$ cat src/rtl/divisor_ctrl_if.sv
// Button, load/ack handshake and status signals between the panel controller and its peers.
// master = the controller (divisor_ctrl); slave = buttons/divisor side.
interface divisor_ctrl_if;
  logic       up;
  logic       down;
  logic       ok;
  logic       cfg_ack;
  logic [3:0] sel;
  logic       cfg_load;
  logic [3:0] leds;
  logic       busy;
  logic       err;

  modport master (
    input  up, down, ok, cfg_ack,
    output sel, cfg_load, leds, busy, err
  );

  modport slave (
    output up, down, ok, cfg_ack,
    input  sel, cfg_load, leds, busy, err
  );
endinterface

$ cat src/rtl/divisor_ctrl.sv
// Front-panel controller: edits a divisor selection with up/down/ok and commits it via load/ack.
// Optional hold-to-repeat stepping in EDIT is enabled by defining DIVCTL_AUTOREPEAT_EN.
module divisor_ctrl #(
  parameter int MIN_SEL      = 1,
  parameter int MAX_SEL      = 15,
  parameter int ACK_TIMEOUT  = 15,
  parameter int REPEAT_DELAY = 8,
  parameter int REPEAT_RATE  = 4
) (
  input  logic           clk,
  input  logic           rst,
  divisor_ctrl_if.master bus
);

  localparam int TW = $clog2(ACK_TIMEOUT + 1);

  if (MAX_SEL > 15 || MAX_SEL <= MIN_SEL || MIN_SEL < 0 || ACK_TIMEOUT < 1 ||
      REPEAT_RATE < 1 || REPEAT_RATE > REPEAT_DELAY) begin : g_bad_cfg
    $error("divisor_ctrl: illegal parameter combination");
  end

  typedef enum logic [1:0] {
    S_IDLE = 2'd0,
    S_EDIT = 2'd1,
    S_LOAD = 2'd2
  } state_t;

  state_t        r_state, w_state_next;
  logic [3:0]    r_cand, w_cand_next;
  logic [3:0]    r_comm, w_comm_next;
  logic          r_err, w_err_next;
  logic [TW-1:0] r_tmo_cnt, w_tmo_next;

  logic [2:0] w_btn;
  logic [2:0] r_rel;
  logic [2:0] w_press;
  logic       w_step_up, w_step_dn, w_ok;
  logic       w_rpt_step;

  assign w_btn = {bus.ok, bus.down, bus.up};

  // r_rel marks "was released last cycle"; clearing it in reset means a
  // button held through reset must be released before it can press again.
  for (genvar gi = 0; gi < 3; gi++) begin : g_edge
    always_ff @(posedge clk) begin
      if (rst) r_rel[gi] <= 1'b0;
      else     r_rel[gi] <= ~w_btn[gi];
    end
    assign w_press[gi] = w_btn[gi] & r_rel[gi];
  end

  assign w_ok      = w_press[2];
  assign w_step_up = w_press[0] & ~w_press[1] & ~w_press[2];
  assign w_step_dn = w_press[1] & ~w_press[0] & ~w_press[2];

  function automatic logic [3:0] f_inc(input logic [3:0] v);
    return (v == 4'(MAX_SEL)) ? 4'(MIN_SEL) : v + 4'd1;
  endfunction

  function automatic logic [3:0] f_dec(input logic [3:0] v);
    return (v == 4'(MIN_SEL)) ? 4'(MAX_SEL) : v - 4'd1;
  endfunction

`ifdef DIVCTL_AUTOREPEAT_EN
  localparam int RW = $clog2(REPEAT_DELAY + 1);

  logic [RW-1:0] r_rpt_cnt, w_rpt_cnt_next;
  logic          w_hold;

  // Counting only while exactly one direction is held without any new press.
  assign w_hold = (r_state == S_EDIT) & (bus.up ^ bus.down) & ~bus.ok & ~(|w_press);

  always_comb begin
    w_rpt_step     = 1'b0;
    w_rpt_cnt_next = '0;
    if (w_hold) begin
      if (r_rpt_cnt == RW'(REPEAT_DELAY - 1)) begin
        w_rpt_step     = 1'b1;
        w_rpt_cnt_next = RW'(REPEAT_DELAY - REPEAT_RATE);
      end else begin
        w_rpt_cnt_next = r_rpt_cnt + RW'(1);
      end
    end
  end

  always_ff @(posedge clk) begin
    if (rst) r_rpt_cnt <= '0;
    else     r_rpt_cnt <= w_rpt_cnt_next;
  end
`else
  assign w_rpt_step = 1'b0;
`endif

  always_ff @(posedge clk) begin
    if (rst) r_state <= S_IDLE;
    else     r_state <= w_state_next;
  end

  always_comb begin
    w_state_next = r_state;
    w_cand_next  = r_cand;
    w_comm_next  = r_comm;
    w_err_next   = r_err;
    w_tmo_next   = r_tmo_cnt;
    case (r_state)
      S_IDLE: begin
        if (w_ok) begin
          w_cand_next  = r_comm;
          w_tmo_next   = '0;
          w_state_next = S_LOAD;
        end else if (w_step_up) begin
          w_cand_next  = f_inc(r_comm);
          w_state_next = S_EDIT;
        end else if (w_step_dn) begin
          w_cand_next  = f_dec(r_comm);
          w_state_next = S_EDIT;
        end
      end
      S_EDIT: begin
        if (w_ok) begin
          w_tmo_next   = '0;
          w_state_next = S_LOAD;
        end else if (w_step_up || (w_rpt_step && bus.up)) begin
          w_cand_next = f_inc(r_cand);
        end else if (w_step_dn || (w_rpt_step && bus.down)) begin
          w_cand_next = f_dec(r_cand);
        end
      end
      S_LOAD: begin
        // Ack in the final allowed cycle still wins over the abort.
        if (bus.cfg_ack) begin
          w_comm_next  = r_cand;
          w_err_next   = 1'b0;
          w_state_next = S_IDLE;
        end else if (r_tmo_cnt == TW'(ACK_TIMEOUT - 1)) begin
          w_err_next   = 1'b1;
          w_state_next = S_IDLE;
        end else begin
          w_tmo_next = r_tmo_cnt + TW'(1);
        end
      end
      default: w_state_next = S_IDLE;
    endcase
  end

  always_ff @(posedge clk) begin
    if (rst) begin
      r_cand    <= 4'(MIN_SEL);
      r_comm    <= 4'(MIN_SEL);
      r_err     <= 1'b0;
      r_tmo_cnt <= '0;
    end else begin
      r_cand    <= w_cand_next;
      r_comm    <= w_comm_next;
      r_err     <= w_err_next;
      r_tmo_cnt <= w_tmo_next;
    end
  end

  assign bus.sel      = r_cand;
  assign bus.cfg_load = (r_state == S_LOAD);
  assign bus.busy     = (r_state == S_LOAD);
  assign bus.leds     = (r_state == S_EDIT) ? r_cand : r_comm;
  assign bus.err      = r_err;

endmodule

$ cat src/flat_wrapper.sv
// flat-port wrapper written by rule: the top's interface ports become plain ports
module divisor_ctrl_flat 
#(
  parameter int MIN_SEL      = 1,
  parameter int MAX_SEL      = 15,
  parameter int ACK_TIMEOUT  = 15,
  parameter int REPEAT_DELAY = 8,
  parameter int REPEAT_RATE  = 4
)
  (clk, rst, bus_up, bus_down, bus_ok, bus_cfg_ack, bus_sel, bus_cfg_load, bus_leds, bus_busy, bus_err);
  divisor_ctrl_if bus_i ();
  input  logic clk;
  input  logic rst;
  input wire logic [$bits(bus_i.up)-1:0] bus_up;
  input wire logic [$bits(bus_i.down)-1:0] bus_down;
  input wire logic [$bits(bus_i.ok)-1:0] bus_ok;
  input wire logic [$bits(bus_i.cfg_ack)-1:0] bus_cfg_ack;
  output wire logic [$bits(bus_i.sel)-1:0] bus_sel;
  output wire logic [$bits(bus_i.cfg_load)-1:0] bus_cfg_load;
  output wire logic [$bits(bus_i.leds)-1:0] bus_leds;
  output wire logic [$bits(bus_i.busy)-1:0] bus_busy;
  output wire logic [$bits(bus_i.err)-1:0] bus_err;
  assign bus_i.up = bus_up;
  assign bus_i.down = bus_down;
  assign bus_i.ok = bus_ok;
  assign bus_i.cfg_ack = bus_cfg_ack;
  assign bus_sel = bus_i.sel;
  assign bus_cfg_load = bus_i.cfg_load;
  assign bus_leds = bus_i.leds;
  assign bus_busy = bus_i.busy;
  assign bus_err = bus_i.err;
  divisor_ctrl #(.MIN_SEL(MIN_SEL), .MAX_SEL(MAX_SEL), .ACK_TIMEOUT(ACK_TIMEOUT), .REPEAT_DELAY(REPEAT_DELAY), .REPEAT_RATE(REPEAT_RATE)) u_core (.clk(clk), .rst(rst), .bus(bus_i));
endmodule
$ cat config.mk
export PLATFORM = sky130hd
export DESIGN_NAME = divisor_ctrl_flat
export DESIGN_NICKNAME = d
export VERILOG_FILES = /design/src/rtl/divisor_ctrl_if.sv /design/src/rtl/divisor_ctrl.sv /design/src/flat_wrapper.sv
export SDC_FILE = /design/constraint.sdc
export NUM_CORES = 1
export LEC_CHECK = 0
export ABC_AREA = 1
export CAP_MARGIN = 20
export CORE_MARGIN = 2
export CORE_UTILIZATION = 54
export CTS_CLUSTER_SIZE = 20
export DETAILED_ROUTE_END_ITERATION = 8
export GPL_TIMING_DRIVEN = 0
export PLACE_DENSITY = 0.88
export SYNTH_ARGS = -nofsm -noshare
export SYNTH_HDL_FRONTEND = slang
export SYNTH_SLANG_ARGS = --single-unit
$ cat constraint.sdc
create_clock -name clk -period 1.5 [get_ports clk]
set_input_delay 0.3 -clock clk [delete_from_list [all_inputs] [get_ports clk]]
set_output_delay 0.3 -clock clk [all_outputs]
set_load 0.03 [all_outputs]
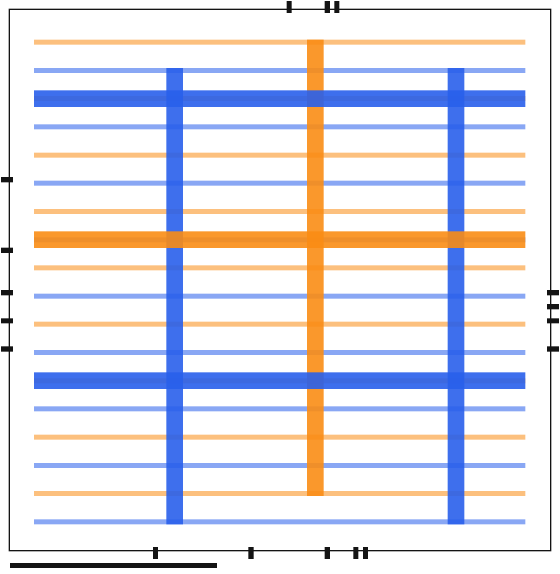
(run_1/power_grid.png)
Scale bar: 20 um. Pins as bars on the die edge.
blue -> VSS
orange -> VDD
met1 rails = 18
rows = 17
signal pins = 17
met4 straps = 3
met5 straps = 3
y dimension of the die: 52.1 um
total core area: 0.00219 mm2
worst vdd ir: 0.635 mV

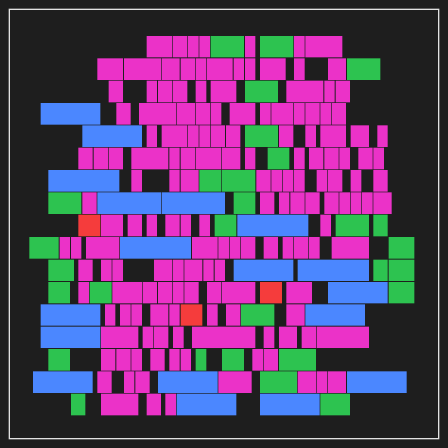
(run_1/placement_by_type.png)
green -> remaining buffers and delay cells  # cells 29
magenta -> combinational and other logic  # cells 157
red -> clock drivers  # cells 3
blue -> sequential cells  # cells 18
Layout Cell Area excl Fill: 0.00157 mm2
row count: 17

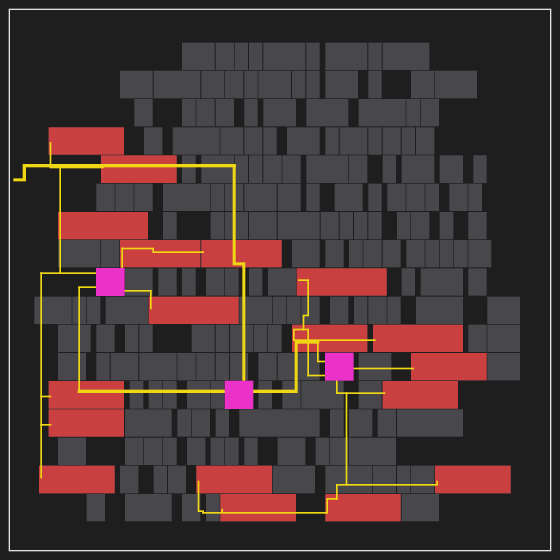
(run_1/clk_routes.png)
yellow -> clock wires  # length 229 um
magenta -> clock drivers  # count 3
red -> flip-flops  # count 18
routed clock nets = 4

## run 1: worst reg2reg max path: stages, from the launching register on
cell	delay (ps)
dfxtp_2	380
inv_1	130
ha_1	340
o2111ai_1	210
nand2_1	80
nor2_1	120
nor2_1	50
## run 1: final cells by class
class	instances	area [um2]	area share, %
Clock buffer	3	22.5	1.43
Timing Repair Buffer	23	210	13.4
Tap cell	28	35.0	2.23
Inverter	21	80.1	5.09
Buffer	6	50.0	3.18
Multi-Input combinational cell	136	797	50.7
Sequential cell	18	378	24.0
## run 1: through the flow
stage | TNS, ps | instance area (um2)
after global routing | -504 | 1570
after floorplan | -257 | 1250
final | -216 | 1570
after detailed placement | -3760 | 1440
after global placement | -3260 | 1440
after CTS | -282 | 1510
==> notes.md, run 1 <==
Results of the implementation run.

The flow ran to the end, but the final reports show violations. The checks that failed: setup timing. The pin slew with the least headroom to its limit came out at between 400 and 500 ps. In this run the deepest clock path goes through 2 buffers. TritonCTS built the clock tree. Pins over their slew limit in the final report were tallied at 0.

In this run the tool buffered the top-level ports with 15 buffer cells. The total of warnings raised by yosys is 0. In this run, CTS created clock tree buffers numbering 3. The peak clock frequency supported by timing is about 0.63 GHz. Clock tree synthesis found a total of 18 sinks. The average cell area after synthesis came out at between 6 and 7 um2.

The top metal layer carrying routed signals is met4. At the worst endpoint, the arrival time is about 1300 ps. The residual DRC count is 0. The number of post-CTS setup repair buffers came out at 6. The top cell types in the final layout, fill and taps aside, are 30 x nand2_1, 19 x nand3_1, 18 x nor2_1, 13 x inv_1.

The largest clock skew in the final design is ~7.6 ps. The first-pass iteration count of the detailed router is 6. The number of primary I/O pins is 17.

The sequential power is 536 uW. The count of instantiated cells in the yosys netlist came out at between 150 and 200. The share of synthesized cell area in and-or and or-and compound cells came out at between 10% and 20%.

The net load switching power is between 400 and 500 uW. The share of synthesized cell area in and, or, nand and nor gates is about 32%. The fraction of the core area occupied by cells at floorplan came out at between 50 and 60%.

The setup slack on the worst flop-to-flop path came out at about 90 ps. The total grt overflow came out at 0. Checking hold timing, the worst path is listed with class input pin to register.

Sorting the Yosys area breakdown by cell type puts at the top dfxtp_1. The number of inserted diodes came out at 0. The xor and xnor fraction of the mapped netlist area came out at between 2 and 3%.

Compared with the post-synthesis result, the final layout area differs by 26.1%. In this run, distinct cell masters in the synthesized netlist total 29. The combinational-cell power consumption came out at just over 400 uW. According to the timing report, the data required time at the worst endpoint equals ~1200 ps. Setup repair after global routing could not meet its margin everywhere. The chip area is between 0.002 and 0.003 mm2. Global routing used around a quarter of the available tracks. The number of synthesized flops with an enable pin is 0. The count of nets after finishing came out at 223.

Sequential cells were found to cover a little under 30% of the synthesized design area. The minimum clock period came out at 1590 ps. The global-route met3 utilization is under 10%. After its last routability iteration, the placer logged a weighted congestion of roughly 0.91. The post-route worst setup slack is -88.1 ps. Among all stages on the critical path, the largest delay is contributed by dfxtp_4. The final timing summary puts the cycle share of the worst path at 106%. Per the final timing report, the hold violations number 0. Per the post-route antenna check, the number of violating nets is 0. The total of hold buffers inserted after clock tree synthesis came out at 0. The detailed router put a total of 1310 um of wire on met1.

The launching point of the worst reg2reg path is u_core.r_comm[0]$_SDFFE_PP1P_. The share of total power in combinational logic came out at between 30% and 40%. The total buffers and inverters traversed by the critical path came out at 2. The total length of routed met2 wires is around 1600 um. In this run the clock root is driven by a clkbuf_4.

Switching power as a fraction of the total was reported as about 35%. The mux contribution to synthesized area came out at 0%. In this run the most critical hold path is launched from bus_up. According to the dpl log, the detail-placed design has an HPWL of 2160 um.

The most repeated cell in the gate-level netlist after synthesis is nand2_1. The depth of the critical timing path with buffers and inverters included is 5. The maximum fanout along the worst path is 6. The synthesized instance count is between 150 and 200.

The nature of the critical path endpoint is an output pin. In this run, placement finished with an instance count of around 220. The synthesized netlist occupies a cell area of 0.00125 mm2. The top cell type's share of synthesized area is 28.9%. Per STA, the endpoint of the critical path is bus_leds[3].

On the worst setup and hold paths after CTS, the clock-pin slew comes to ~100 ps. The post-synth area from yosys stat is ~0.0012 mm2. The pre-CTS worst setup slack is -480 ps. The count of non-filler cells in the finished layout came out at approximately 240. The clock insertion delay at the later pin of the skew report came out at 290 ps.

The power density over cell area came out at around 750 mW/mm2. The total of endpoints with negative setup slack in the final report came out at 3. In the synthesized netlist, the dominant kind of combinational cell is simple AND/OR/NAND/NOR gates. The via count of the first global-routing pass is between 1000 and 1500. The max-cap check violation count is 0. The setup path with the least slack is of type register to output pin.

The adder and majority gate portion of the synthesized area is ~8%. Sorting the synthesized cells by area gives the leading types as dfxtp_1 29%, nand2_1 9.6%, ha_1 8.0%, nand3_1 7.6%, o21ai_0 6.4%. The leakage dissipation is 0.737 nW.

The average via count per standard cell is around 5.7. Leaving out fill and tap cells, the most frequent cell in the layout is nand2_1. By count the netlist is led by 32 x nand2_1, 19 x nand3_1, 19 x nor2_1, 18 x dfxtp_1. The global router reports that the layer with the highest usage is met2. The fraction of met2 tracks used by global routing came out at a little over two fifths. The final layout contains routed wiring with a total length of between 3000 and 4000 um. STA classifies the critical path startpoint as a register. The overall via count from detail_route is 1340.

The sequential share of power came out at ~45%. The largest part of the power goes to sequential cells. The internal power of the cells came out at 764 uW. Per report_power, the clock group accounts for 19.6% of the total. The synthesis report names the predominant flop master as dfxtp_1.

The depth of the worst register-to-register path is 6. The number of nets in the synthesized netlist came out at 195. The global-route met1 utilization came out at between 20% and 30%. The tool warning count is 34.

The power consumed by the clock network is about 230 uW. The wire length of the first global-routing pass is 4820 um. The number of antenna violations at the first check in global routing was 0.

The fraction of final layout cells sized beyond drive strength 1 came out at ~28%. The chip width came out at ~52 um. On the critical path the largest part of the delay comes from flip-flops. The register bit total from synthesis came out at 18. The path with the worst hold slack has its endpoint at u_core.r_rel[0]$_SDFF_PP0_. The design draws between 1 and 1.5 mW. The starting DRC count in detailed routing is 30.

The average wire per standard cell came out at 13.5 um. The count of filler cells inserted in the layout is 174. The most critical hold endpoint after final layout shows a slack of around 230 ps. The timing startpoint of the critical path is u_core.r_state[1]$_SDFFE_PP0P_.
==> run_1/wires.png <==
Scale bar: 20 um.
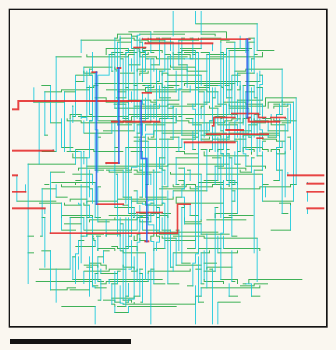

==> run 2, diff against run 1 <==
--- a/config.mk
+++ b/config.mk
@@ -12,6 +12,7 @@
 export CTS_CLUSTER_SIZE = 20
 export DETAILED_ROUTE_END_ITERATION = 8
 export GPL_TIMING_DRIVEN = 0
+export MAX_ROUTING_LAYER = met4
 export PLACE_DENSITY = 0.88
 export SYNTH_ARGS = -nofsm -noshare
 export SYNTH_HDL_FRONTEND = slang
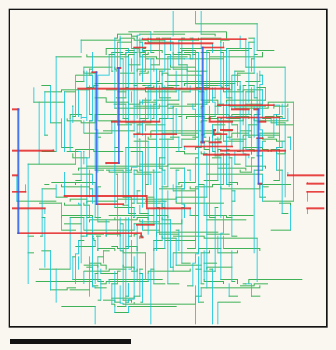
(run_2/wires.png)
Scale bar: 20 um.
cyan -> metal 2  # wire length 1580 um
red -> metal 3  # wire length 219 um
blue -> metal 4  # wire length 85.7 um
green -> metal 1  # wire length 1250 um

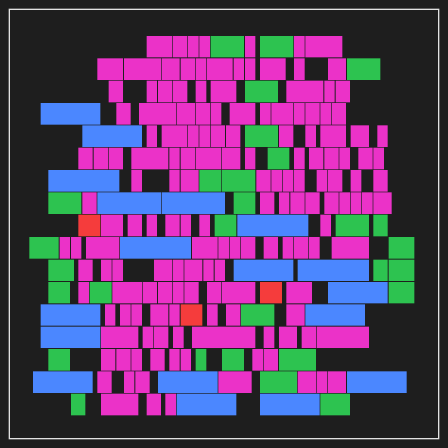
(run_2/placement_by_type.png)
blue -> sequential cells  # cells 18
green -> remaining buffers and delay cells  # cells 29
red -> clock drivers  # cells 3
magenta -> combinational and other logic  # cells 157
sequential cell area share: 24.0%
Final Util: 71.8%

==> notes.md, run 2 <==
Results of the implementation run.

The flow ran to the end, but the final reports show violations. The final reports fail on setup timing. Ranked by total cell area, the synthesized netlist is headed by dfxtp_1 29%, nand2_1 9.6%, ha_1 8.0%, nand3_1 7.6%, o21ai_0 6.4%.

The die boundary height came to 52.1 um (unchanged). The deepest clock path buffer count is 2 (unchanged). Setup repair after global routing could not meet its margin everywhere. Per STA, the library cell used most along the worst path is buf_6. The total of hold buffers inserted after clock tree synthesis came to 0 (unchanged). The net switching share of the total power is 35.1% (-0.34 points). The number of inserted diodes was 0 (unchanged). The maximum cell stage delay along the critical path is roughly 370 ps. The setup slack on the worst flop-to-flop path came to 90 ps (about the same). The post-route worst setup slack came to -83.6 ps (+4.48 ps). The mux contribution to synthesized area came out at 0% (unchanged).

The data required time at the worst endpoint is 1200 ps (about the same). The share of synthesized cell area in and, or, nand and nor gates came out at 32.1% (unchanged). Sorting the Yosys area breakdown by cell type puts at the top dfxtp_1. The leakage dissipation is 0.737 nW (unchanged). The chip width came out at 52.1 um (unchanged). Counting instances, the worst hold path has a depth of 2.

The register bit total from synthesis came out at 18 (unchanged). The total chip power came out at 1.18 mW (-0.57%). According to the hold report, the worst path is of the input pin to register type.

The sequential share of power came to 45.6% (+0.3 points). The peak clock frequency supported by timing came out at 0.631 GHz (+0.28%). The biggest power consumer among the groups is sequential cells.

The share of total power in combinational logic came out at 35.3% (+0.2 points). The count of instantiated cells in the yosys netlist came out at 181 (unchanged). The power density over cell area is 748 mW/mm2 (-0.57%).

The total wirelength of the detailed-routed design came out at 3140 um (-1.0%). TritonCTS built the clock tree. The fraction of the core area occupied by cells at floorplan was 56.9% (unchanged). Yosys reported that registers with async set or reset make up 0%.

The maximum fanout along the worst path is 6 (unchanged). The area added between synthesis and finish came out at 26.1% (unchanged). The routability-driven placement congestion ratio came out at 0.931 (+1.7%). The combinational-cell power consumption is 415 uW (about the same). Per STA, the worst path is made up of nor2_4, buf_6, nand2_1, o21ai_2, buf_6. The pin slew with the least headroom to its limit came out at 472 ps (-1.58 ps). The adder and majority gate portion of the synthesized area was 8.02% (unchanged). The count of nets after finishing is 223 (unchanged). The tool warning count is 34 (unchanged). The library cell used most frequently in the layout, excluding fill and tap cells, is nand2_1. The starting DRC count in detailed routing came out at 56 (+87%). The post-synth area from yosys stat came out at 0.00125 mm2 (unchanged).

The number of primary I/O pins came to 17 (unchanged). According to the timing report, the critical path is launched from u_core.r_state[1]$_SDFFE_PP0P_. Looking at the gate-level netlist, the highest instance count belongs to nand2_1. The final tally of hold violations is 0 (unchanged). The post-place instance area is 0.00144 mm2 (unchanged). The terminating pin of the worst hold path is u_core.r_rel[0]$_SDFF_PP0_.

The synthesized instance count is 181 (unchanged). The sequential power is 536 uW (about the same). The count of non-filler cells in the finished layout came out at 235 (unchanged).

The post-layout period usage of the worst path came out at 106% (-0.30 points). The largest clock skew in the final design came out at 4.93 ps (-2.69 ps). The number of clock sinks came to 18 (unchanged). The average wire per standard cell is 13.4 um (-1.0%). The share of synthesized cell area in and-or and or-and compound cells is 18.1% (unchanged). The residual DRC count was 0 (unchanged).

The headroom to the max-slew limit came out at between 60 and 70%. The commonest cells after synthesis are 32 x nand2_1, 19 x nand3_1, 19 x nor2_1, 18 x dfxtp_1. The net load switching power came to 413 uW (-1.5%). The first-pass iteration count of the detailed router came to 4 (-2). The area of the mapped netlist was 0.00125 mm2 (unchanged). The sequential fraction of the synthesis area was 28.9% (unchanged). The final instance area is 0.00157 mm2 (unchanged). The overall track demand over capacity in global routing came out at 24.4% (+0.62 points).

In this run the number of H-tree levels came out at 1. The number of antenna violations at the first check in global routing is 0 (unchanged). The count of port buffers added during placement came out at 15 (unchanged). The average cell area after synthesis is 6.89 um2 (unchanged). The average via count per standard cell came out at 5.74 (+0.60%). The power share of the clock group is 19.2% (-0.4 points). The fraction of final layout cells sized beyond drive strength 1 came out at 28.0% (unchanged). The depth of the worst register-to-register path came out at 6 (unchanged). The max-cap check violation count is 0 (unchanged). The number of pins exceeding their max-slew limit in the final report came out at 0 (unchanged).

The launching point of the worst reg2reg path is u_core.r_comm[0]$_SDFFE_PP1P_. The placed cell count came to 224 (unchanged). The critical path start-end classification is register to output pin. The total grt overflow came out at 0 (unchanged). The CTS buffer count is 3 (unchanged).

The pre-CTS worst setup slack is -480 ps (unchanged). The clock insertion delay at the later pin of the skew report came out at 290 ps (about the same). The wire length of the first global-routing pass is 4820 um (unchanged).

The number of library cell types mapped by synthesis came out at 29 (unchanged). The placed wire-length estimate came out at 2160 um (unchanged). STA classifies the critical path startpoint as a register. The area of the core region came to 0.00219 mm2 (unchanged). The post-CTS clock slew at the launch and capture registers of the worst setup and hold paths is 90 ps (about the same).

The worst vdd rail ir drop came out at 0.635 mV (about the same). The total negative slack was -202 ps (+13.9 ps). The overall via count from detail_route is 1348 (+0.60%). The prevailing post-synth register cell is dfxtp_1. The worst setup path is captured at an output pin. The power consumed by the clock network is 225 uW (-3%).

The number of placement rows is 17 (unchanged). The most common logic cells in the final layout are 30 x nand2_1, 19 x nand3_1, 18 x nor2_1, 13 x inv_1. The number of synthesized flops with an enable pin came out at 0 (unchanged). The total buffers and inverters traversed by the critical path came out at 2 (unchanged). The depth of the critical timing path with buffers and inverters included is 5 (unchanged). The minimum clock period was 1580 ps (-4.48 ps). The chip area came to 0.00271 mm2 (unchanged). The via count of the first global-routing pass is 1208 (-0.17%).

The capture point of the worst path is bus_leds[3]. The timing report attributes the biggest portion of critical-path delay to flip-flops. The arrival time of data at the critical path endpoint is 1280 ps (about the same). Looking at the critical path, the single cell with the biggest stage delay is dfxtp_4.

The launch instance of the worst min-delay path is bus_up. The xor and xnor fraction of the mapped netlist area is 2.81% (unchanged). The internal power of the cells is 764 uW (about the same). The total of warnings raised by yosys came out at 0 (unchanged). The top cell type's share of synthesized area came out at 28.9% (unchanged). The number of nets with antenna violations after routing is 0 (unchanged). The number of nets in the synthesized netlist is 195 (unchanged).

The worst hold slack came to 236 ps (+8.53 ps). The biggest combinational cell group after synthesis is simple AND/OR/NAND/NOR gates. The total of endpoints with negative setup slack in the final report came out at 3 (unchanged). CTS placed an instance of clkbuf_4 at the clock tree root.
[run 2: cell counts after synthesis]
Identical to the previous run, type by type.
[run 2: cell type report]
type	instances	area (um2)
multi-input combinational	136	797
fill	174	618
sequential	18	378
timing repair buffer	23	210
inverter	21	80.1
buffer	6	50.0
tap	28	35.0
clock buffer	3	22.5
[run 2: layer usage]
metal,share of wire (%),vias to the layer above,wire (um),GRT usage (%)
met5,0,-,0,-
met3,6.9,11,218,5.46
met4,2.7,0,85,8.33
met1,40,623,1250,26.5
met2,50,59,1580,43.7
li1,-,655,-,-
[run 2: repair_timing]
item,CTS,global route
buffers inserted,6,2
resized,58,22
pin swaps,2,6
gates cloned,0,0
setup endpoints to repair,11,11
hold endpoints to repair,0,0
Power and IR drop assume default switching activity.
